Fig. 1: a small window of the routed layout
Window x 26 to 51, y 2 to 27 um. Cells in gray, sequential cells in the stronger gray; small squares are vias.
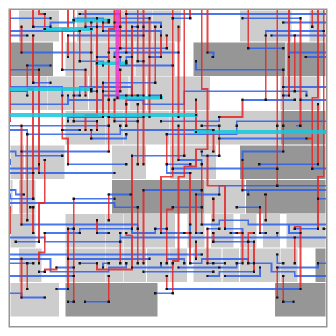
Fig. 2: track usage over the die
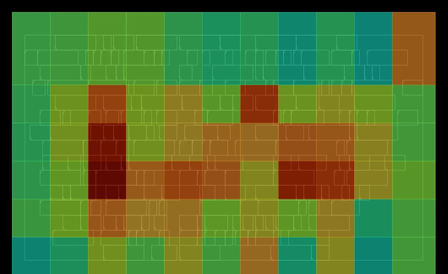
File: config.mk
export PLATFORM = sky130hd
export DESIGN_NAME = serial_rx
export DESIGN_NICKNAME = d
export VERILOG_FILES = /design/src/rtl/serial_rx_pkg.sv /design/src/rtl/serial_baud_tick.sv /design/src/rtl/serial_rx.sv
export SDC_FILE = /design/constraint.sdc
export NUM_CORES = 1
export LEC_CHECK = 0
export CAP_MARGIN = 10
export CORE_ASPECT_RATIO = 0.6
export CORE_MARGIN = 2
export CORE_UTILIZATION = 58
export DETAILED_ROUTE_END_ITERATION = 12
export PLACE_DENSITY = 0.86
export RECOVER_POWER = 100
export SLEW_MARGIN = 0
export SYNTH_ARGS = -nofsm -noshare
export SYNTH_HDL_FRONTEND = slang
export SYNTH_SLANG_ARGS = --single-unit
File: constraint.sdc
create_clock -name clk -period 2.5 [get_ports clk]
set_input_delay 0.5 -clock clk [delete_from_list [all_inputs] [get_ports clk]]
set_output_delay 0.5 -clock clk [all_outputs]
set_load 0.05 [all_outputs]
File: src/rtl/serial_rx_pkg.sv
// serial_rx_pkg: receiver FSM encodings and oversample constants shared by the serial blocks
package serial_rx_pkg;
  typedef enum logic [2:0] {
    RX_IDLE  = 3'd0,
    RX_START = 3'd1,
    RX_DATA  = 3'd2,
    RX_STOP  = 3'd3,
    RX_BREAK = 3'd4
  } rx_state_e;
  localparam logic [3:0] MID_SAMPLE = 4'd7;
  localparam logic [3:0] OS_LAST    = 4'd15;
endpackage

File: src/rtl/serial_baud_tick.sv
// serial_baud_tick: divides clk by TICK_DIV into a one-clk oversample tick
module serial_baud_tick #(
  parameter int TICK_DIV = 651
) (
  input  logic clk,
  input  logic reset,
  input  logic en_i,
  input  logic clr_i,
  output logic tick_o
);
  localparam int W = TICK_DIV > 1 ? $clog2(TICK_DIV) : 1;
  localparam logic [W-1:0] LAST = W'(TICK_DIV - 1);
  logic [W-1:0] cnt_q, cnt_d;
  always_comb begin
    tick_o = en_i && cnt_q == LAST;
    cnt_d  = (clr_i || !en_i || tick_o) ? '0 : cnt_q + W'(1);
  end
  always_ff @(posedge clk) begin
    if (reset) cnt_q <= '0;
    else       cnt_q <= cnt_d;
  end
endmodule

File: src/rtl/serial_rx.sv
// serial_rx: 16x oversampled 8N1 receiver with ready flag, framing error and sticky overrun
module serial_rx
  import serial_rx_pkg::*;
#(
  parameter int TICK_DIV = 651
) (
  input  logic       clk,
  input  logic       reset,
  input  logic       rx,
  input  logic       clr_flag,
  output logic [0:7] rx_data,
  output logic       rx_flag,
  output logic       framing_err,
  output logic       overrun,
  output logic       busy
);
  rx_state_e  state_q, state_d;
  logic [1:0] sync_q;
  logic [3:0] os_q, os_d;
  logic [2:0] bi_q, bi_d;
  logic [7:0] sr_q, sr_d, data_q;
  logic       flag_q, ferr_q, ovr_q;
  logic       rxs, tick, mid, last, load;
  serial_baud_tick #(.TICK_DIV(TICK_DIV)) u_tick (
    .clk    (clk),
    .reset  (reset),
    .en_i   (busy),
    .clr_i  (1'b0),
    .tick_o (tick)
  );
  assign rxs         = sync_q[1];
  assign busy        = state_q != RX_IDLE;
  assign rx_data     = data_q;
  assign rx_flag     = flag_q;
  assign framing_err = ferr_q;
  assign overrun     = ovr_q;
  always_comb begin
    mid     = tick && os_q == MID_SAMPLE;
    last    = tick && os_q == OS_LAST;
    load    = state_q == RX_STOP && mid;
    state_d = state_q;
    os_d    = tick ? os_q + 4'd1 : os_q;
    bi_d    = bi_q;
    sr_d    = sr_q;
    case (state_q)
      RX_IDLE: begin
        os_d = '0;
        if (!rxs) state_d = RX_START;
      end
      RX_START: begin
        if (mid && rxs) state_d = RX_IDLE;
        else if (last) begin
          state_d = RX_DATA;
          bi_d    = '0;
        end
      end
      RX_DATA: begin
        if (mid) sr_d = {rxs, sr_q[7:1]};
        if (last) begin
          state_d = bi_q == 3'd7 ? RX_STOP : RX_DATA;
          bi_d    = bi_q + 3'd1;
        end
      end
      RX_STOP:  if (load) state_d = rxs ? RX_IDLE : RX_BREAK;
      // a line held low after a bad stop bit must not look like a new start
      RX_BREAK: if (rxs) state_d = RX_IDLE;
      default:  state_d = RX_IDLE;
    endcase
  end
  always_ff @(posedge clk) begin
    if (reset) begin
      sync_q  <= 2'b11;
      state_q <= RX_IDLE;
      os_q    <= '0;
      bi_q    <= '0;
      sr_q    <= '0;
      data_q  <= '0;
      flag_q  <= 1'b0;
      ferr_q  <= 1'b0;
      ovr_q   <= 1'b0;
    end else begin
      sync_q  <= {sync_q[0], rx};
      state_q <= state_d;
      os_q    <= os_d;
      bi_q    <= bi_d;
      sr_q    <= sr_d;
      if (load) begin
        data_q <= sr_q;
        ferr_q <= ~rxs;
        flag_q <= 1'b1;
        ovr_q  <= ovr_q | (flag_q & ~clr_flag);
      end else if (clr_flag) begin
        flag_q <= 1'b0;
        ovr_q  <= 1'b0;
      end
    end
  end
endmodule

==> run summary <==
Clock Skew - 4.618 ps
Core Region - 2947 um2
Setup crit end - busy
Cells after Synth - 197
reg-to-reg endpoint - u_tick.cnt_q[9]$_SDFF_PP0_
Worst Path Class, Setup - flip-flop to output port
Final HPWL DP - 2725 um
Hold/Removal Path Class - flip-flop to flip-flop
yosys cell count - 197
Fmax achieved - 0.4774 GHz
Post-Synth AOI/OAI Area - 8.418%
layout cells sized above 1 - 8.095%
DP Area - 2006 um2
CP max stage cell - dfxtp_1
XOR Share, Synth - 5.703%
DRC violations left - 0
relative slew slack - 42.66%
area reported by Yosys stat - 1843 um2
first drt pass iteration count - 4
largest net degree at the start of global routing - 22
RSZ-0062 raised after global routing - no
DRT antenna net count - 0
Die Y - 47.67 um
worst reg2reg setup slack - 410 ps
Leakage Power - 0.8066 nW
status - finished, final reports clean
endpoints failing setup - 0
Finished Cell Area - 2051 um2
CP max stage delay - 620 ps
root buffer cell - clkbuf_8
FFs w/ async S/R, synth - 0%
Port-buffer cells - 15
crit path cell chain - or3_1 > clkbuf_1
Post-synth top flop - dfxtp_1
worst reg2reg path depth - 4
Post-synth mux share - 6.246%
top layer in use - met4
met3 Resource Use GR - 5.660%
total grt overflow - 0
total wire length - 3779 um
CP top delay family - flip-flops
Syn Nets - 206
met2 WL - 1752 um
met1 usage - 29.21%
Max Slew Vio Count - 0
Max FO, Critical Path - 15
-- Fig. 1 (at the start) --
layer	color
metal 2	red
metal 4	magenta
metal 1	blue
metal 3	cyan
sequential cells in the window	6
most frequent	nor2_1 (7), dfxtp_1 (6), xnor2_1 (5)
cells with their middle in the window	49
netlist names of flops here include	u_tick.cnt_q (4)

-- Fig. 2 (at the start) --
GR Util All Layers: 23.15%
met2 Usage GRT: 39.30%
wire per inst: 15.00 um

==> cells in the mapped netlist (2+ instances only) <==
library cell,count,area (um2)
dfxtp_1,41,820.8
nand2_1,26,97.59
nor2_1,24,90.09
a21oi_1,12,60.06
mux2i_1,10,100.1
xnor2_1,10,87.58
nand3_1,7,35.03
clkbuf_1,6,22.52
ha_1,5,62.56
or2_2,4,25.02
inv_1,3,11.26
nor3_1,3,15.01
a21o_1,2,15.01
a22o_1,2,17.52
and4_1,2,17.52
buf_2,2,10.01
nand2b_1,2,12.51
nand3b_1,2,15.01
nand4_1,2,12.51
nor2_2,2,12.51
nor4b_1,2,17.52
xor2_1,2,17.52
==> report_power, final <==
| part | leakage, nW | switching [mW] | internal [mW] |
|---|---|---|---|
| sequential | 0.331 | 0.00865 | 0.657 |
| clock | 0.0443 | 0.215 | 0.219 |
| combinational | 0.431 | 0.0252 | 0.0147 |
| total | 0.807 | 0.249 | 0.891 |
==> state kept, by name, indices dropped and copies added (netlist names) <==
signal / count
os_q: 4
overrun: 1
bi_q: 3
rx_data: 8
rx_flag: 1
sr_q: 8
u_tick.cnt_q: 10
sync_q: 2
framing_err: 1
state_q: 3
==> placed cells by master, fill, tap and decap left out, drive strengths merged, types with 2 or more instances in the layout <==
cell | Yosys | layout
dfxtp | 41 | 41
nand2 | 26 | 26
nor2 | 26 | 26
a21oi | 12 | 12
dlygate4sd3 | 0 | 12
xnor2 | 10 | 10
mux2i | 10 | 10
clkbuf | 7 | 9
nand3 | 7 | 7
or2 | 6 | 6
ha | 5 | 5
nor3 | 4 | 4
inv | 3 | 3
nand4 | 3 | 3
and4 | 3 | 3
nor4 | 3 | 3
nor4b | 3 | 3
nand2b | 2 | 2
xor2 | 2 | 2
a22o | 2 | 2
a21o | 2 | 2
nand3b | 2 | 2
clkdlybuf4s50 | 0 | 2
==> how the worst min path moves through the flow <==
stage                                      end            startpoint  slack [ps]  cells after the start
after floorplan           sync_q[1]$_SDFF_PP1_  sync_q[0]$_SDFF_PP1_         390                      1
after global placement    sync_q[1]$_SDFF_PP1_  sync_q[0]$_SDFF_PP1_         400                      1
after detailed placement  sync_q[1]$_SDFF_PP1_  sync_q[0]$_SDFF_PP1_         400                      1
after CTS                 sync_q[1]$_SDFF_PP1_  sync_q[0]$_SDFF_PP1_         430                      1
after global routing      sync_q[1]$_SDFF_PP1_  sync_q[0]$_SDFF_PP1_         460                      1
final                     sync_q[1]$_SDFF_PP1_  sync_q[0]$_SDFF_PP1_         430                      1
==> layout make-up <==
class / instances / area [um2]
Clock buffer: 7 / 86.33
Inverter: 3 / 11.26
Sequential cell: 41 / 820.8
Fill cell: 230 / 895.9
Timing Repair Buffer: 16 / 147.6
Multi-Input combinational cell: 143 / 932.1
Tap cell: 42 / 52.55
==> through the flow <==
step	instances	utilization, %	hold slack (ps)
after global placement	245	68.07	399.9
after floorplan	197	-	389.5
final	252	69.60	430.6
after global routing	252	69.60	458.0
after CTS	252	71.00	426.2
after detailed placement	245	68.07	397.9
==> timing repair <==
action,in CTS,in global routing
hold buffers,0,0
setup endpoints to repair,0,1
resized,0,1
Power figures rest on the tool's default switching activity, not on a simulated workload.
